===== src/rtl/axi_burst_coalescer_if.sv =====
// axi_burst_coalescer_if: beat-address stream in, AXI4 AW channel out.
// slave = coalescer view, master = beat producer / AW sink view.
interface axi_burst_coalescer_if #(
  parameter int ADDR_WIDTH = 12
);
  logic [ADDR_WIDTH-1:0] i_beat_addr;
  logic                  i_beat_valid;
  logic                  i_beat_ready;
  logic                  i_flush;
  logic [ADDR_WIDTH-1:0] o_awaddr;
  logic [7:0]            o_awlen;
  logic [2:0]            o_awsize;
  logic [1:0]            o_awburst;
  logic                  o_awvalid;
  logic                  o_awready;

  modport slave (
    input  i_beat_addr,
    input  i_beat_valid,
    input  i_flush,
    input  o_awready,
    output i_beat_ready,
    output o_awaddr,
    output o_awlen,
    output o_awsize,
    output o_awburst,
    output o_awvalid
  );

  modport master (
    output i_beat_addr,
    output i_beat_valid,
    output i_flush,
    output o_awready,
    input  i_beat_ready,
    input  o_awaddr,
    input  o_awlen,
    input  o_awsize,
    input  o_awburst,
    input  o_awvalid
  );
endinterface


===== src/rtl/axi_burst_coalescer.sv =====
// axi_burst_coalescer: merges contiguous per-beat write addresses into
// AXI4 INCR AW bursts (one awaddr/awlen per contiguous run).
// Ports: clk, reset (async, active-high); bus (axi_burst_coalescer_if.slave):
//   i_beat_addr/i_beat_valid/i_beat_ready beat stream, i_flush closes the run,
//   o_awaddr/o_awlen/o_awsize/o_awburst/o_awvalid/o_awready AW channel.
// Option: define AXI_BURST_COALESCER_TIMEOUT_EN to auto-close an open run
//   after IDLE_TIMEOUT cycles without an accepted beat.
module axi_burst_coalescer #(
  parameter int ADDR_WIDTH   = 12,
  parameter int DATA_WIDTH   = 32,
  parameter int MAX_LEN      = 16,
  parameter int IDLE_TIMEOUT = 8
) (
  input  logic                   clk,
  input  logic                   reset,
  axi_burst_coalescer_if.slave   bus
);

  localparam int AW   = ADDR_WIDTH;
  localparam int INCR = DATA_WIDTH / 8;
  localparam int SZ   = $clog2(INCR);

  localparam logic [AW-1:0] LO_MASK = AW'(INCR - 1);
  localparam logic [AW-1:0] TOP     = ~LO_MASK;

  typedef enum logic [1:0] {
    S_IDLE,
    S_ACCUM,
    S_ISSUE
  } state_t;

  state_t          r_state;
  state_t          w_state_nx;

  logic [AW-1:0]   r_start;
  logic [8:0]      r_count;
  logic            r_pend;
  logic [AW-1:0]   r_pend_addr;
  logic [AW-1:0]   r_awaddr;
  logic [7:0]      r_awlen;

  logic [AW-1:0]   w_addr;
  logic [AW:0]     w_next;
  logic [8:0]      w_cnt_inc;
  logic            w_acc;
  logic            w_contig;
  logic            w_full_inc;
  logic            w_top_inc;
  logic            w_hold_close;
  logic            w_timeout;
  logic            w_merge;
  logic            w_pend_ld;
  logic            w_close_ld;
  logic [8:0]      w_len_cnt;

  assign w_addr    = bus.i_beat_addr & ~LO_MASK;

  // One bit wider than the address: a set MSB means the run already
  // ends at the top of the page and cannot grow.
  assign w_next    = {1'b0, r_start} + ((AW+1)'(r_count) << SZ);

  assign w_cnt_inc = r_count + 9'd1;

  assign w_contig  = (w_addr == w_next[AW-1:0]) && !w_next[AW];

  assign w_full_inc = (w_cnt_inc >= 9'(MAX_LEN));

  assign w_top_inc  = (w_addr == TOP);

  // Covers a run reopened from the pending beat (or opened in IDLE) that
  // is already full or already sits on the last aligned address.
  assign w_hold_close = (r_count >= 9'(MAX_LEN)) || w_next[AW];

  assign bus.i_beat_ready = (r_state != S_ISSUE);

  assign w_acc = bus.i_beat_valid && bus.i_beat_ready;

`ifdef AXI_BURST_COALESCER_TIMEOUT_EN
  localparam int TW = $clog2(IDLE_TIMEOUT + 1);

  logic [TW-1:0] r_timer;

  // An accepted beat in the expiry cycle wins over the timeout.
  assign w_timeout = (r_state == S_ACCUM) && !w_acc &&
                     (r_timer == TW'(IDLE_TIMEOUT - 1));

  always_ff @(posedge clk or posedge reset) begin
    if (reset) begin
      r_timer <= '0;
    end else if (r_state == S_ACCUM &&
                 w_state_nx == S_ACCUM && !w_acc) begin
      r_timer <= r_timer + TW'(1);
    end else begin
      r_timer <= '0;
    end
  end
`else
  assign w_timeout = 1'b0;
`endif

  always_comb begin
    w_state_nx = r_state;
    w_merge    = 1'b0;
    w_pend_ld  = 1'b0;
    w_close_ld = 1'b0;
    w_len_cnt  = r_count;
    unique case (r_state)
      S_IDLE: begin
        if (w_acc) begin
          w_state_nx = S_ACCUM;
        end
      end
      S_ACCUM: begin
        if (w_acc && w_contig) begin
          w_merge   = 1'b1;
          w_len_cnt = w_cnt_inc;
          if (w_full_inc || w_top_inc || bus.i_flush) begin
            w_close_ld = 1'b1;
          end
        end else if (w_acc) begin
          w_pend_ld  = 1'b1;
          w_close_ld = 1'b1;
        end else if (bus.i_flush || w_hold_close || w_timeout) begin
          w_close_ld = 1'b1;
        end
        if (w_close_ld) begin
          w_state_nx = S_ISSUE;
        end
      end
      S_ISSUE: begin
        if (bus.o_awready) begin
          w_state_nx = r_pend ? S_ACCUM : S_IDLE;
        end
      end
      default: begin
        w_state_nx = S_IDLE;
      end
    endcase
  end

  always_ff @(posedge clk or posedge reset) begin
    if (reset) begin
      r_state <= S_IDLE;
    end else begin
      r_state <= w_state_nx;
    end
  end

  always_ff @(posedge clk or posedge reset) begin
    if (reset) begin
      r_start     <= '0;
      r_count     <= '0;
      r_pend      <= 1'b0;
      r_pend_addr <= '0;
      r_awaddr    <= '0;
      r_awlen     <= '0;
    end else begin
      if (r_state == S_IDLE && w_acc) begin
        r_start <= w_addr;
        r_count <= 9'd1;
      end
      if (w_merge) begin
        r_count <= w_cnt_inc;
      end
      if (w_pend_ld) begin
        r_pend      <= 1'b1;
        r_pend_addr <= w_addr;
      end
      // AW fields are frozen here and held until the handshake.
      if (w_close_ld) begin
        r_awaddr <= r_start;
        r_awlen  <= 8'(w_len_cnt - 9'd1);
      end
      if (r_state == S_ISSUE && bus.o_awready) begin
        if (r_pend) begin
          r_start <= r_pend_addr;
          r_count <= 9'd1;
          r_pend  <= 1'b0;
        end else begin
          r_count <= '0;
        end
      end
    end
  end

  assign bus.o_awvalid = (r_state == S_ISSUE);
  assign bus.o_awaddr  = r_awaddr;
  assign bus.o_awlen   = r_awlen;
  assign bus.o_awsize  = 3'(SZ);
  assign bus.o_awburst = 2'b01;

endmodule


===== src/flat_wrapper.sv =====
// flat-port wrapper written by rule: the top's interface ports become plain ports
module axi_burst_coalescer_flat 
#(
  parameter int ADDR_WIDTH   = 12,
  parameter int DATA_WIDTH   = 32,
  parameter int MAX_LEN      = 16,
  parameter int IDLE_TIMEOUT = 8
)
  (clk, reset, bus_i_beat_addr, bus_i_beat_valid, bus_i_flush, bus_o_awready, bus_i_beat_ready, bus_o_awaddr, bus_o_awlen, bus_o_awsize, bus_o_awburst, bus_o_awvalid);
  axi_burst_coalescer_if #(.ADDR_WIDTH(ADDR_WIDTH)) bus_i ();
  input  logic clk;
  input  logic reset;
  input wire logic [$bits(bus_i.i_beat_addr)-1:0] bus_i_beat_addr;
  input wire logic [$bits(bus_i.i_beat_valid)-1:0] bus_i_beat_valid;
  input wire logic [$bits(bus_i.i_flush)-1:0] bus_i_flush;
  input wire logic [$bits(bus_i.o_awready)-1:0] bus_o_awready;
  output wire logic [$bits(bus_i.i_beat_ready)-1:0] bus_i_beat_ready;
  output wire logic [$bits(bus_i.o_awaddr)-1:0] bus_o_awaddr;
  output wire logic [$bits(bus_i.o_awlen)-1:0] bus_o_awlen;
  output wire logic [$bits(bus_i.o_awsize)-1:0] bus_o_awsize;
  output wire logic [$bits(bus_i.o_awburst)-1:0] bus_o_awburst;
  output wire logic [$bits(bus_i.o_awvalid)-1:0] bus_o_awvalid;
  assign bus_i.i_beat_addr = bus_i_beat_addr;
  assign bus_i.i_beat_valid = bus_i_beat_valid;
  assign bus_i.i_flush = bus_i_flush;
  assign bus_i.o_awready = bus_o_awready;
  assign bus_i_beat_ready = bus_i.i_beat_ready;
  assign bus_o_awaddr = bus_i.o_awaddr;
  assign bus_o_awlen = bus_i.o_awlen;
  assign bus_o_awsize = bus_i.o_awsize;
  assign bus_o_awburst = bus_i.o_awburst;
  assign bus_o_awvalid = bus_i.o_awvalid;
  axi_burst_coalescer #(.ADDR_WIDTH(ADDR_WIDTH), .DATA_WIDTH(DATA_WIDTH), .MAX_LEN(MAX_LEN), .IDLE_TIMEOUT(IDLE_TIMEOUT)) u_core (.clk(clk), .reset(reset), .bus(bus_i));
endmodule

===== config.mk =====
export PLATFORM = sky130hd
export DESIGN_NAME = axi_burst_coalescer_flat
export DESIGN_NICKNAME = d
export VERILOG_FILES = /design/src/rtl/axi_burst_coalescer_if.sv /design/src/rtl/axi_burst_coalescer.sv /design/src/flat_wrapper.sv
export SDC_FILE = /design/constraint.sdc
export NUM_CORES = 1
export LEC_CHECK = 0
export CORE_MARGIN = 10
export CORE_UTILIZATION = 52
export CTS_BUF_LIST = sky130_fd_sc_hd__clkbuf_4 sky130_fd_sc_hd__clkbuf_8
export DETAILED_ROUTE_END_ITERATION = 8
export MAX_ROUTING_LAYER = met4
export PLACE_DENSITY = 0.82
export SLEW_MARGIN = 40
export SYNTH_ARGS = -nofsm -noshare
export SYNTH_HDL_FRONTEND = slang
export SYNTH_SLANG_ARGS = --single-unit

===== constraint.sdc =====
create_clock -name clk -period 6.6 [get_ports clk]
set_input_delay 0.99 -clock clk [delete_from_list [all_inputs] [get_ports clk]]
set_output_delay 0.99 -clock clk [all_outputs]
set_load 0.1 [all_outputs]

**Ports around the boundary**

Pins as bars across the die edge, other pins in gray.
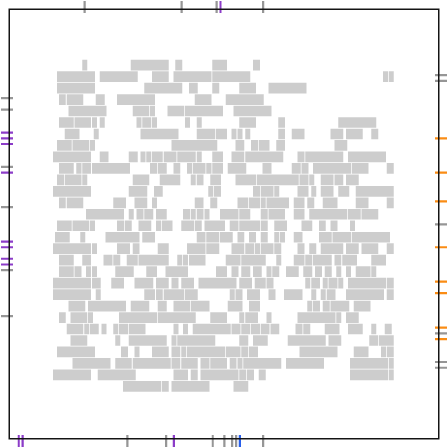
bus_o_awlen: in orange, pins 8, direction output, edge east. bus_i_beat_ready: in blue, pins 1, direction output, edge south. bus_i_beat_addr: in purple, pins 12, direction input, edge 8 west, 3 south, 1 north.
All pins by edge: 14 west, 14 east, 11 south, 5 north.
Die Span Y: 101.5 µm
Buffers on Ports: 36
Die Wd: 101.5 µm

**Placed cells, one color a class**

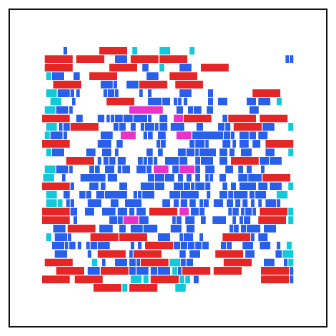
remaining buffers and delay cells: in cyan, cells 36. sequential cells: in red, cells 54. clock drivers and dummy loads: in magenta, cells 8. combinational and other logic: in blue, cells 284.

==> flow_summary.ini <==
; synthesis and place-and-route metrics
[route]
highest_layer = met4
routed_wl_um = 8073
first_pass_iters = 4
drt_iter0_drc = 146
drc = 0

[layout]
fin_cells = 459
fin_nets = 411
seq_cells = 54
biggestCellCategory = multi-input combinational cells
utilization = 0.5987
seq-cell-share = 0.3534
n_clock_buffer = 5
syn2layout_area_growth_pct = 10.76
clkCellAreaFrac = 0.03043
inv_count = 12
drive_gt1_frac = 0.1649
seq_area_um2 = 1351

[die]
row_count = 29
pin_count = 44
chipArea_um2 = 10300
fp-utilization = 0.5406
coreArea_um2 = 6386

[yosys]
syn_avg_cell_area_um2 = 9.697
top_cell_area_share = 0.3914
postSynthSeqShare = 0.3914
synth_warnings = 0
syn_inst = 356
area_leaders = dfrtp_1 39%, mux2_2 5.2%, xnor2_1 4.6%, ha_1 4.3%, mux2_1 4.2%
ys_ff = 54

[job]
cap_viol_max_count = 0
warnings = 30

[setup_path]
reg2reg_depth = 11
worst-path-stages = 10
rrSetupSlack_ns = 2.32
cp-end-kind = flip-flop
max_stage_delay_ns = 0.63
worstPathArrival_ns = 4.58
crit_chain = clkdlybuf4s50_1 > xor2_1 > o31ai_1 > nor4b_2 > nand4_2 > o21bai_1 > or2_1 > o41ai_2 > or3b_2 > mux2_2
crit_path_top_delay_cell = or3b_2

[clock_network]
clock.latency.late_pin_ns = 0.31
hold_buffers = 0
clkSinkCount = 54

[hold_path]
worst_hold_startpoint = u_core.bus.o_awlen[0]$_DFFE_PP0P_
min_path_type = flip-flop to flip-flop

[pwr]
power_leakage_nw = 1.695
vdd.ir_drop.worst_v = 0.0003606

[timing]
hold_slack_ns = 0.4951
hold_viol_final = 0
fin_tns_setup_ns = 0
fmaxAchievable_ghz = 0.2286

[grt]
grt_max_degree = 55

[outcome]
run_status = finished clean

[placed_design]
place_inst = 451
**Wiring by layer**

Two of the layers only.
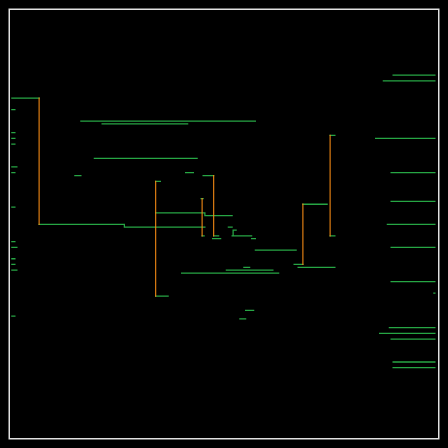
metal 3: in green, wire length 394 µm. metal 4: in orange, wire length 118 µm.

**Routed clock nets over the placement**

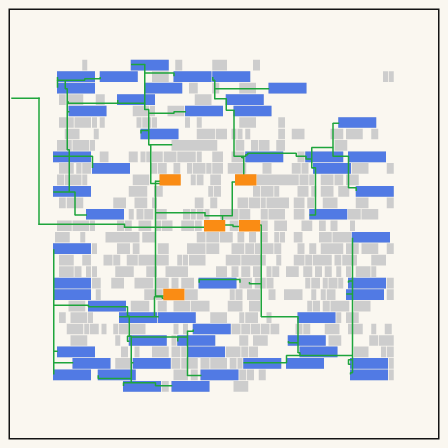
clock drivers: in orange, count 5. clock wires: in green, length 674 µm. flip-flops: in blue, count 54.
There are 6 routed clock nets. Position of the flops: spread over the die.

## kinds of logic (layout without fill, tap and decap cells)
kind of cell | Yosys count | after routing | synth area share
compound gates | 68 | 68 | 0.1439
fa+ha+maj | 13 | 13 | 0.04929
other cells | 2 | 5 | 0.002176
flops | 54 | 54 | 0.3914
buf+inv | 33 | 56 | 0.04567
mux | 36 | 36 | 0.1149
xor+xnor | 25 | 25 | 0.06741
simple gates | 125 | 125 | 0.1852
## metal layers
metal / up-vias / track usage
li1: 1316 / -
met1: 1341 / 0.1936
met2: 73 / 0.2754
met3: 13 / 0.02246
met4: 0 / 0.05038
met5: - / -
## how the worst min path moves through the flow
stage | endpoint | slack (ns) | depth (start not counted)
after detailed placement | u_core.bus.o_awlen[0]$_DFFE_PP0P_ | 0.48 | 1
after global routing | u_core.bus.o_awlen[0]$_DFFE_PP0P_ | 0.51 | 1
after CTS | u_core.bus.o_awlen[0]$_DFFE_PP0P_ | 0.50 | 1
final | u_core.bus.o_awlen[0]$_DFFE_PP0P_ | 0.50 | 1
after global placement | u_core.bus.o_awaddr[5]$_DFFE_PP0P_ | 0.48 | 1
after floorplan | u_core.bus.o_awaddr[0]$_DFFE_PP0P_ | 0.47 | 1
## flip-flops by register name, indices dropped and copies added, names as in the netlist
register,flops
u_core.bus.o_awaddr,12
u_core.bus.o_awlen,8
u_core.r_count,9
u_core.r_pend,1
u_core.r_pend_addr,10
u_core.r_start,12
u_core.r_state,2
## power breakdown
group,switching [mW],internal [mW]
logic,0.761,0.293
registers,0.0913,0.460
clock network,0.118,0.116
## placed cells by master, fill, tap and decap left out, types with 12 or more instances in the layout
cell,n
dfrtp_1,54
nand2_1,36
nor2_1,23
buf_2,22
xnor2_1,18
mux2_2,16
a21oi_1,14
clkdlybuf4s50_1,14
mux2_1,13
nand3_1,12
ha_1,12
No activity file was given, so power comes from the tool's default toggle rates.
